Fig. 1: run 1, I/O nets highlighted
Drawn at 10 px/µm.
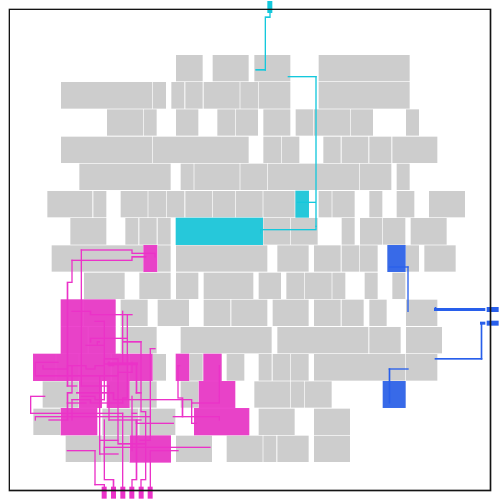
Fig. 2: run 1, signal wires on met3
Drawn at 8 px/µm. Cells faint in the background.
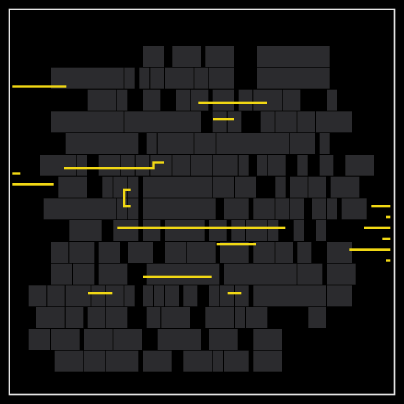
Fig. 3: run 1, the clock network
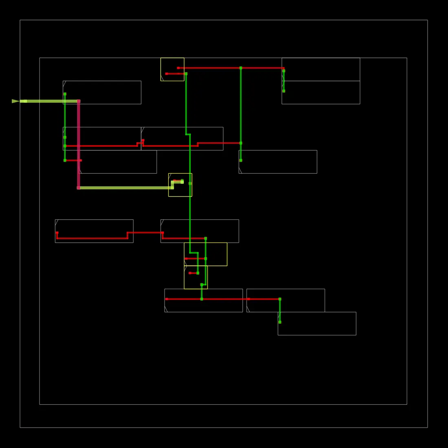
### src/rtl/wb_sequencer.sv
// wb_sequencer: multicycle write-back controller for the register file.
// Decodes a started instruction into a write class and walks it through
// zero, one or two register-file writes. POP is the only two-write class:
// rt from memory, then $sp+4. Outputs are Moore, decoded from the state
// register and the latched class.
module wb_sequencer #(
  parameter logic [5:0] OP_PUSH     = 6'h3E,
  parameter logic [5:0] OP_POP      = 6'h3F,
  parameter int         MEM_TIMEOUT = 16,
  parameter int         TCNT_W      = 5
) (
  input  logic       clk,
  input  logic       reset,
  input  logic       start,
  input  logic       flush,
  input  logic [5:0] opcode,
  input  logic [5:0] funct,
  input  logic       mem_ready,
  output logic       busy,
  output logic       reg_write,
  output logic [1:0] reg_dst_sel,
  output logic [1:0] wb_src_sel,
  output logic       sp_inc,
  output logic       done,
  output logic       mem_timeout_err
);

  typedef enum logic [2:0] {
    S_IDLE, S_WB, S_MEM_WAIT, S_WB_MEM, S_WB_SP, S_DONE
  } state_t;

  typedef enum logic [2:0] {
    C_NONE, C_RTYPE, C_IALU, C_LOAD, C_JAL, C_PUSH, C_POP
  } cls_t;

  // mux_WR_Registers destination encoding
  localparam logic [1:0] DST_RT = 2'b00;
  localparam logic [1:0] DST_SP = 2'b01;
  localparam logic [1:0] DST_RA = 2'b10;
  localparam logic [1:0] DST_RD = 2'b11;
  // write-data source encoding
  localparam logic [1:0] SRC_ALU    = 2'b00;
  localparam logic [1:0] SRC_MEM    = 2'b01;
  localparam logic [1:0] SRC_PC     = 2'b10;
  localparam logic [1:0] SRC_SP_ADJ = 2'b11;

  localparam logic [TCNT_W-1:0] TCNT_LAST = TCNT_W'(MEM_TIMEOUT - 1);

  state_t            state, state_nxt;
  cls_t              cls, dec_cls;
  logic [TCNT_W-1:0] tcnt;
  logic              err_flag;
  logic              tcnt_hit;

  assign tcnt_hit = (tcnt == TCNT_LAST);

  // Instruction class decode from the raw opcode/funct inputs.
  always_comb begin
    // NOTE: every signal written in always_comb gets a default first; a path
    // that leaves it unassigned would otherwise infer a latch.
    dec_cls = C_NONE;
    if (opcode == OP_PUSH)                        dec_cls = C_PUSH;
    else if (opcode == OP_POP)                    dec_cls = C_POP;
    else if (opcode == 6'h00 && funct != 6'h08)   dec_cls = C_RTYPE;
    else if (opcode inside {6'h08, 6'h09, 6'h0A, 6'h0C, 6'h0D, 6'h0F})
                                                  dec_cls = C_IALU;
    else if (opcode inside {6'h20, 6'h21, 6'h23}) dec_cls = C_LOAD;
    else if (opcode == 6'h03)                     dec_cls = C_JAL;
  end

  // State register.
  always_ff @(posedge clk or posedge reset) begin
    // NOTE: sequential state uses non-blocking assignments so every register
    // samples pre-edge values regardless of block ordering.
    if (reset) state <= S_IDLE;
    else       state <= state_nxt;
  end

  // Next-state logic; flush overrides everything, including start in IDLE.
  always_comb begin
    state_nxt = state;
    if (flush) begin
      state_nxt = S_IDLE;
    end else begin
      unique case (state)
        S_IDLE: if (start) begin
          unique case (dec_cls)
            C_RTYPE, C_IALU, C_JAL, C_PUSH: state_nxt = S_WB;
            C_LOAD, C_POP:                  state_nxt = S_MEM_WAIT;
            default:                        state_nxt = S_DONE;
          endcase
        end
        S_WB:       state_nxt = S_DONE;
        S_MEM_WAIT: if (mem_ready)     state_nxt = S_WB_MEM;
                    else if (tcnt_hit) state_nxt = S_DONE;
        S_WB_MEM:   state_nxt = (cls == C_POP) ? S_WB_SP : S_DONE;
        S_WB_SP:    state_nxt = S_DONE;
        S_DONE:     state_nxt = S_IDLE;
        default:    state_nxt = S_IDLE;
      endcase
    end
  end

  // Class latch, memory-wait counter and timeout flag. Both counter and flag
  // are held clear while idle, so each MEM_WAIT entry starts fresh and a
  // class that never waits cannot report a stale timeout.
  always_ff @(posedge clk or posedge reset) begin
    if (reset) begin
      cls      <= C_NONE;
      tcnt     <= '0;
      err_flag <= 1'b0;
    end else if (state == S_IDLE) begin
      tcnt     <= '0;
      err_flag <= 1'b0;
      if (start && !flush) cls <= dec_cls;
    end else if (state == S_MEM_WAIT) begin
      tcnt <= tcnt + 1'b1;
      if (!mem_ready && tcnt_hit && !flush) err_flag <= 1'b1;
    end
  end

  // Moore outputs from state and latched class; selects are 0 outside writes.
  always_comb begin
    busy            = (state != S_IDLE);
    reg_write       = 1'b0;
    reg_dst_sel     = DST_RT;
    wb_src_sel      = SRC_ALU;
    sp_inc          = 1'b0;
    done            = 1'b0;
    mem_timeout_err = 1'b0;
    unique case (state)
      S_WB: begin
        reg_write = 1'b1;
        unique case (cls)
          C_RTYPE: reg_dst_sel = DST_RD;
          C_JAL: begin
            reg_dst_sel = DST_RA;
            wb_src_sel  = SRC_PC;
          end
          C_PUSH: begin
            reg_dst_sel = DST_SP;
            wb_src_sel  = SRC_SP_ADJ;
          end
          default: reg_dst_sel = DST_RT;
        endcase
      end
      S_WB_MEM: begin
        reg_write  = 1'b1;
        wb_src_sel = SRC_MEM;
      end
      S_WB_SP: begin
        reg_write   = 1'b1;
        reg_dst_sel = DST_SP;
        wb_src_sel  = SRC_SP_ADJ;
        sp_inc      = 1'b1;
      end
      S_DONE: begin
        done            = 1'b1;
        mem_timeout_err = err_flag;
      end
      default: ;
    endcase
  end

endmodule
### config.mk
export PLATFORM = sky130hd
export DESIGN_NAME = wb_sequencer
export DESIGN_NICKNAME = d
export VERILOG_FILES = /design/src/rtl/wb_sequencer.sv
export SDC_FILE = /design/constraint.sdc
export NUM_CORES = 1
export LEC_CHECK = 0
export CORE_MARGIN = 2
export CORE_UTILIZATION = 46
export DETAILED_ROUTE_END_ITERATION = 12
export PLACE_DENSITY = 0.85
export SYNTH_ARGS = -nofsm -noshare
export SYNTH_HDL_FRONTEND = slang
export SYNTH_SLANG_ARGS = --single-unit
### constraint.sdc
create_clock -name clk -period 2.4 [get_ports clk]
set_clock_uncertainty 0.2 [all_clocks]
set_input_delay 0.48 -clock clk [delete_from_list [all_inputs] [get_ports clk]]
set_output_delay 0.48 -clock clk [all_outputs]
set_load 0.005 [all_outputs]
==> summary.log, run 1 <==
INFO  outcome        outcome=completed
INFO  logic_synthesis synth-edff-count=0
INFO  power          irDropWorstVdd=0.355mV
INFO  die            die_area=2300µm²
INFO  routing        drt_pass1_iterations=4
INFO  routing        number_of_nets_with_antenna_violations_after_detailed_routing=0
INFO  worst_setup_path critical_path.endpoint_type=output pin
INFO  placement      dp_worst_setup_slack=73.4ps
INFO  clocking       tritoncts=done
INFO  power          pwr_density_cell=562nW/µm²
INFO  die            die_h=48.0µm
INFO  logic_synthesis synth_flops=12
INFO  worst_setup_path cp_top_family=flip-flops
INFO  job            warning_count=26
INFO  global_routing grt_use_met1=31.1%
INFO  logic_synthesis ys_area=890µm²
INFO  clocking       cts_buffer_depth=2
INFO  cells_and_area n_antenna_cell=0
INFO  logic_synthesis synth-warning-count=0
INFO  worst_setup_path timing.critical_path.slowest_stage_cell=dfrtp_2
INFO  worst_setup_path timing.critical_path.arrival=1680ps
INFO  sta            finalHoldViolations=0
INFO  die            die.size.x=48.0µm
INFO  clocking       worst_setup_hold_path_clk_slew=80ps
INFO  worst_setup_path buf_inv_stages_crit_path=1
INFO  sta            finalWorstSetupSlack=44.8ps
INFO  die            fp-row-count=15
INFO  cells_and_area filler_cell_count=149
INFO  global_routing vias_in_the_first_global_route=796
INFO  global_routing initial_antenna_violation_count=0
INFO  clocking       clock_tree.htree_level_count=1
INFO  worst_setup_path critical_path.startpoint_type=flop
INFO  global_routing grt.total_usage=21.9%
INFO  sta            grt_setup_unrepaired=false
INFO  placement      post-dp-hpwl=1730µm
INFO  logic_synthesis syn_area=890µm²
INFO  logic_synthesis post_synth_num_cell_types=43
INFO  worst_setup_path worstReg2RegStart=tcnt[0]
INFO  routing        drt_first_iter_violations=36
INFO  cells_and_area area_growth_syn_to_layout=42.3%
INFO  worst_setup_path crit_chain=and3b_1 > and2_1 > clkdlybuf4s50_1
INFO  power          total_leakage_power=0.584nW
INFO  worst_setup_path criticalPathCategory=flop to output pin
INFO  sta            max_slew_margin=70.0%
INFO  sta            worstMarginPinSlew=450ps
INFO  die            fp-utilization=50.4%
INFO  logic_synthesis syn-num-nets=125
INFO  logic_synthesis synth-async-reset-ratio=100%
INFO  clocking       cts-buffers-inserted=3
INFO  global_routing grt.met2_usage=34.9%
INFO  sta            finalMaxSlewViolations=0
INFO  placement      routabilityCongestion=0.825
INFO  routing        detail_route.drc_violations=0
INFO  logic_synthesis synth.yosys.num_cells=106
INFO  logic_synthesis seq_area_frac_synth=33.8%
INFO  logic_synthesis ys.flop_type=dfrtp_1
INFO  worst_setup_path delay_of_the_slowest_cell_on_the_worst_path=490ps
INFO  logic_synthesis syn_area_per_cell=8.39µm²
INFO  global_routing globalRouteOverflowTotal=0
INFO  logic_synthesis postSynthCellCount=106
INFO  worst_setup_path worst_ep_required_time=1720ps
INFO  sta            maxClockFrequency=425MHz
INFO  worst_hold_path worst_hold_path_type=primary input to async pin
INFO  global_routing wire_length_of_the_first_global_routing_pass=3540µm
INFO  routing        avgViaCountPerCell=5.47
INFO  job            max_cap_violations=0
INFO  clocking       ctsHoldBuffers=0
-- Fig. 1 (at the start) --
[opcode] magenta | bits: 6 | direction: input | end cells: 18 | buffers: 10 | wire: 304 µm
[start] cyan | bits: 1 | direction: input | end cells: 2 | buffers: 1 | wire: 32.9 µm
[reg_dst_sel] blue | bits: 2 | direction: output | end cells: 2 | buffers: 2 | wire: 24.9 µm
IO Port Bufs: 25
num ports: 26

-- Fig. 2 (at the start) --
wire length on this layer: 87.6 µm
main direction: horizontal
longest straight run: 20.7 µm
nets with wire on the layer: 16
post-detailed-routing wire length: 2210 µm
met3 track demand over resource in global routing: 2.64%
count of vias placed by the detailed router: 914

-- Fig. 3 (at the start) --
clock-net power: 0.159 mW
clock sink count: 12
clk ins delay skew pair: 270 ps

[run 1: layout by cell type (no fill, tap or decap), types with 2 or more instances in the layout]
master,n
dlygate4sd2_1,3
nor3_1,4
inv_1,8
nand2_1,10
nor2b_1,3
o21ai_0,8
nor2_2,3
buf_4,11
dfrtp_1,11
clkdlybuf4s50_1,21
a21oi_1,6
ha_1,2
nand2b_1,3
and3_1,2
nor4b_1,2
nor2_1,7
a31oi_1,2
nand3_1,4
clkbuf_4,3
[run 1: routing by layer]
layer,routed length [µm],vias to the layer above
li1,-,457
met1,1060,428
met2,1050,27
met3,87,2
met4,10,0
met5,0,-
[run 1: sequential cells by signal, summed over array words and instances (netlist names)]
signal / flops
tcnt: 5
state: 3
cls: 3
err_flag: 1
[run 1: worst reg2reg max path, stage by stage, from the launching register on]
cell       delay (ps)
dfrtp_1           420
ha_1              250
and3_1            190
ha_1              190
nor4b_1           280
a2111oi_0         110
buf_4             160
o2bb2ai_1         120
[run 1: cells in the mapped netlist, drive strengths merged (3+ instances only)]
cell    number  area [µm²]
a21oi        6        30.0
buf          4        31.3
dfrtp       12         300
inv          8        30.0
nand2       10        37.5
nand2b       3        18.8
nand3        4        20.0
nor2        10        37.5
nor2b        3        18.8
nor3         4        20.0
nor4b        3        41.3
o21ai        8        40.0
[run 1: logic make-up after synthesis]
group / Yosys count / synth area share, %
and+or+nand+nor: 49 / 31.8
AOI/OAI and AO/OA: 29 / 22.5
buffers and inverters: 12 / 6.89
DFF: 12 / 33.8
adders and majority gates: 2 / 2.81
xor gates and xnor gates: 1 / 0.985
muxes: 1 / 1.27
[run 1: report_power, final]
part	switching [mW]	internal (mW)
sequential	0.0251	0.223
clock	0.0670	0.0921
combinational	0.139	0.166
[run 1: metrics by stage]
step	utilization (%)	hold WS (ps)	cell area [µm²]	std cells	total power [mW]
floorplan	-	145	890	106	0.402
global placement	69.3	281	1220	163	0.551
detailed placement	69.3	301	1220	163	0.560
CTS	71.3	313	1260	167	0.716
global route	71.8	361	1270	167	0.763
finish	71.8	306	1270	167	0.712
[run 1: path summary, 6_finish.rpt]
check                                  endpoint  cells past startpoint
worst max-delay path            mem_timeout_err                      3
worst min-delay path                    tcnt[1]                      2
worst max register to register         state[2]                      7
worst min register to register         err_flag                      2
max in group asynchronous              state[1]                      2
min in group clk                       err_flag                      2
[run 1: final cells by class]
class	count	area, µm²	area share, %
Clock buffer	4	36.3	2.87
Inverter	8	30.0	2.37
Multi-Input combinational cell	82	536	42.3
Tap cell	25	31.3	2.47
Timing Repair Buffer	36	332	26.2
Sequential cell	12	302	23.8
[run 1: what timing repair did]
action                     in CTS  in global routing
resized                         5                  3
buffers inserted                0                  0
pin swaps                       0                  2
setup endpoints to repair       3                  3
Fig. 4: run 1, placement by cell class
Drawn at 6 px/µm.
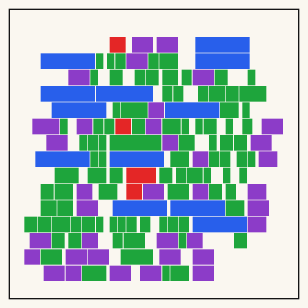

--- run 2 (diff from run 1) ---
- CORE_UTILIZATION: 46 -> 45
- PLACE_DENSITY: 0.85 -> 0.84
Fig. 5: run 2, placement by cell class
Drawn at 6 px/µm.
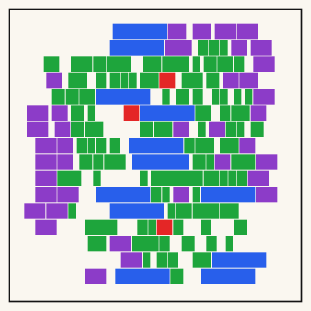
[other buffers and delay cells] purple | cells: 38 | share of their area: 28%
[flip-flops] blue | cells: 12 | share of their area: 24%
[all other logic] green | cells: 90 | share of their area: 46%
[cells driving clock nets] red | cells: 3 | share of their area: 1.8%
Finished Core Util: 66.8%
post-layout instance area: 1280 µm²
area inside the core boundary: 1920 µm²

==> summary.log, run 2 <==
INFO  cells_and_area number_of_flip_flops_under_the_largest_register_name=5 [unchanged]
INFO  clocking       cts.sink_count=12 [unchanged]
INFO  sta            grt_setup_unrepaired=true
INFO  global_routing grt.total_usage=20.1% [-1.8 points]
INFO  outcome        outcome=completed
INFO  logic_synthesis synth-warning-count=0 [unchanged]
INFO  worst_setup_path timing.critical_path.slowest_stage_cell=clkdlybuf4s50_1
INFO  clocking       tritoncts=done
INFO  logic_synthesis post-synth-top-area-cell=dfrtp_1
INFO  sta            finalMaxSlewViolations=0 [unchanged]
INFO  clocking       ctsHoldBuffers=0 [unchanged]
INFO  worst_setup_path crit_chain=buf_4 > or2_4 > nor2_4 > inv_1 > clkdlybuf4s50_1
INFO  die            fp-utilization=46.3% [-4.1 points]
INFO  cells_and_area layout_top_cell_excl_fill_tap=clkdlybuf4s50_1
INFO  logic_synthesis synth.yosys.num_cells=106 [unchanged]
INFO  routing        routed_wirelength=2170µm [-1.6%]
INFO  logic_synthesis postSynthCellCount=106 [unchanged]
INFO  logic_synthesis ys_area=890µm² [unchanged]
INFO  worst_setup_path criticalPathCategory=flop to output pin
INFO  worst_setup_path delay_of_the_slowest_cell_on_the_worst_path=440ps [-50 ps]
INFO  placement      buffer_ports.inserted=25 [unchanged]
INFO  worst_setup_path crit_path_end=busy
INFO  die            fp-row-count=16 [+1]
INFO  cells_and_area n_antenna_cell=0 [unchanged]
INFO  placement      routabilityCongestion=0.810 [-1.8%]
INFO  global_routing initial_antenna_violation_count=0 [unchanged]
INFO  logic_synthesis topCellsByArea=dfrtp_1, o21ai_0, nand2_1
INFO  die            die.size.x=48.5µm [+1.0%]
INFO  routing        number_of_nets_with_antenna_violations_after_detailed_routing=0 [unchanged]
INFO  sta            finalHoldViolations=0 [unchanged]
INFO  clocking       cts-buffers-inserted=3 [unchanged]
INFO  routing        detailroute.via_count=927 [+1.4%]
INFO  cells_and_area most-common-layout-cells=clkdlybuf4s50_1, buf_4, dfrtp_1
INFO  power          pwr_density_cell=548nW/µm² [-2.6%]
INFO  logic_synthesis syn_area_per_cell=8.39µm² [unchanged]
INFO  worst_setup_path timing.critical_path.arrival=1700ps [+20 ps]
INFO  power          irDropWorstVdd=0.323mV [-8.9%]
INFO  clocking       clock_tree.htree_level_count=1 [unchanged]
INFO  worst_setup_path worst_ep_required_time=1720ps [about the same]
INFO  worst_setup_path path_depth_of_the_worst_reg2reg_path=5 [-2]
INFO  cells_and_area area_growth_syn_to_layout=44.3%
INFO  sta            worstMarginPinSlew=446ps [-4.32 ps]
INFO  placement      post-dp-hpwl=1710µm [-0.68%]
INFO  worst_setup_path timing.critical_path.depth=5 [+2]
INFO  global_routing globalRouteOverflowTotal=0 [unchanged]
INFO  logic_synthesis yosys.cell_count.top_type=dfrtp_1
INFO  logic_synthesis synth-edff-count=0 [unchanged]
INFO  worst_setup_path worstReg2RegStart=state[0]
INFO  routing        drt_pass1_iterations=4 [unchanged]
INFO  clocking       cts_buffer_depth=2 [unchanged]
INFO  worst_setup_path critical_path.reg2reg.endpoint=cls[1]
INFO  job            warning_count=27 [+3.8%]
INFO  worst_hold_path worst_hold_path_type=primary input to async pin
INFO  logic_synthesis post_synth_num_cell_types=43 [unchanged]
INFO  worst_setup_path crit_path_max_fanout=7
INFO  logic_synthesis synth.cells.most_frequent=dfrtp_1, nand2_1, nor2_1
INFO  job            max_cap_violations=0 [unchanged]
INFO  sta            finalWorstSetupSlack=24.4ps [-20.4 ps]
INFO  worst_setup_path critical_path.startpoint_type=flop
INFO  clocking       worst_setup_hold_path_clk_slew=80ps [about the same]
INFO  logic_synthesis synth-async-reset-ratio=100% [unchanged]
INFO  logic_synthesis post-synth-top-area-fraction=33.8% [unchanged]
INFO  cells_and_area layout_top_registers=tcnt: 5 flops, cls: 3 flops, state: 3 flops
INFO  sta            max_slew_margin=70.2% [+0.29 points]
INFO  routing        avgViaCountPerCell=5.45 [-0.37%]
INFO  placement      dp_worst_setup_slack=42.4ps [-31.1 ps]
INFO  sta            final.hold.worst_slack=294ps [-12.0 ps]
INFO  logic_synthesis syn_area=890µm² [unchanged]
INFO  logic_synthesis seq_area_frac_synth=33.8% [unchanged]
INFO  global_routing wire_length_of_the_first_global_routing_pass=3680µm [+4.1%]
INFO  worst_setup_path buf_inv_stages_crit_path=3 [+2]
INFO  cells_and_area registers.top_by_ff_count=tcnt
INFO  die            die_h=48.5µm [+1.0%]
INFO  die            io_pins=26 [unchanged]
INFO  routing        detail_route.drc_violations=0 [unchanged]
INFO  routing        drt_first_iter_violations=12 [-67%]
INFO  cells_and_area drive_above_1_share=18.9%
INFO  logic_synthesis synth_flops=12 [unchanged]
INFO  global_routing vias_in_the_first_global_route=921 [+16%]
INFO  logic_synthesis ys.flop_type=dfrtp_1
INFO  cells_and_area final_nets=164
INFO  sta            maxClockFrequency=421MHz [-0.86%]
Fig. 6: run 2, clock distribution
Drawn at 10 px/µm.
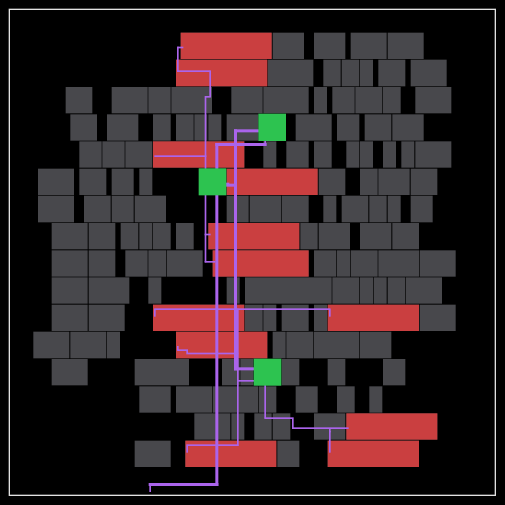
[flip-flops] red | count: 12
[cells driving clock nets] green | count: 3
[clock wires] purple | length: 179 µm
routed clock nets: 4
clk ins delay skew pair: 280 ps
power share of the clock group: 17.6%
clock-net power: 0.123 mW

-- run 2: timing repair --
item / in CTS / in global routing
pin swaps: 0 / 1
gates resized: 5 / 6
setup endpoints to repair: 3 / 5
buffers inserted: 1 / 2
-- run 2: report_power, final --
part           switching (mW)  internal (mW)  total [mW]
Clock                  0.0653         0.0581       0.123
Combinational           0.145          0.185       0.329
Sequential             0.0267          0.223       0.250
-- run 2: metrics by stage --
stage                     instance area [µm²]  instances  TNS, ps  power (mW)
after floorplan                           890        106        0       0.402
after global placement                   1220        164        0       0.543
after detailed placement                 1220        164        0       0.550
after CTS                                1250        168        0       0.668
after global routing                     1280        170    -31.7       0.740
final                                    1280        170        0       0.703
-- run 2: how the worst min path moves through the flow --
stage                         from        to  cells past startpoint
after global routing       tcnt[0]   tcnt[0]                      1
after global placement     tcnt[1]   tcnt[1]                      2
final                        reset   tcnt[2]                      2
after CTS                 err_flag  err_flag                      2
after floorplan              reset    cls[0]                      1
after detailed placement  err_flag  err_flag                      2
-- run 2: kinds of logic (layout without fill, tap and decap cells) --
logic type / Yosys count / count (layout) / share of synthesized area, %
AND/OR/NAND/NOR: 49 / 49 / 31.8
buffers and inverters: 12 / 49 / 6.89
AND-OR/OR-AND: 29 / 29 / 22.5
XOR/XNOR: 1 / 1 / 0.985
multiplexers: 1 / 1 / 1.27
adder cells (fa/ha/maj): 2 / 2 / 2.81
flip-flops: 12 / 12 / 33.8
-- run 2: cell type report --
class / count / area (µm²)
flip-flops and latches: 12 / 302
clock buffers: 3 / 22.5
well taps: 27 / 33.8
inverters: 8 / 30.0
multi-input cells: 82 / 549
repair buffers: 38 / 347
fillers: 161 / 638
-- run 2: layer usage --
metal  track usage (%)  share of wire [%]  routed length [µm]  up-vias
li1                  -                  -                   -      463
met1              22.6                 42                 923      436
met2              35.6                 52                1130       23
met3              2.47                3.0                  66        5
met4              13.8                2.6                  57        0
met5                 0                  0                   0        -
-- run 2: worst reg2reg max path: cells and delay by family, from the launching register on --
kind / cells / cell delay (ps)
flops: 1 / 400
buf+inv: 2 / 340
mux: 1 / 380
simple gates: 2 / 670
No activity file was given, so power comes from the tool's default toggle rates.
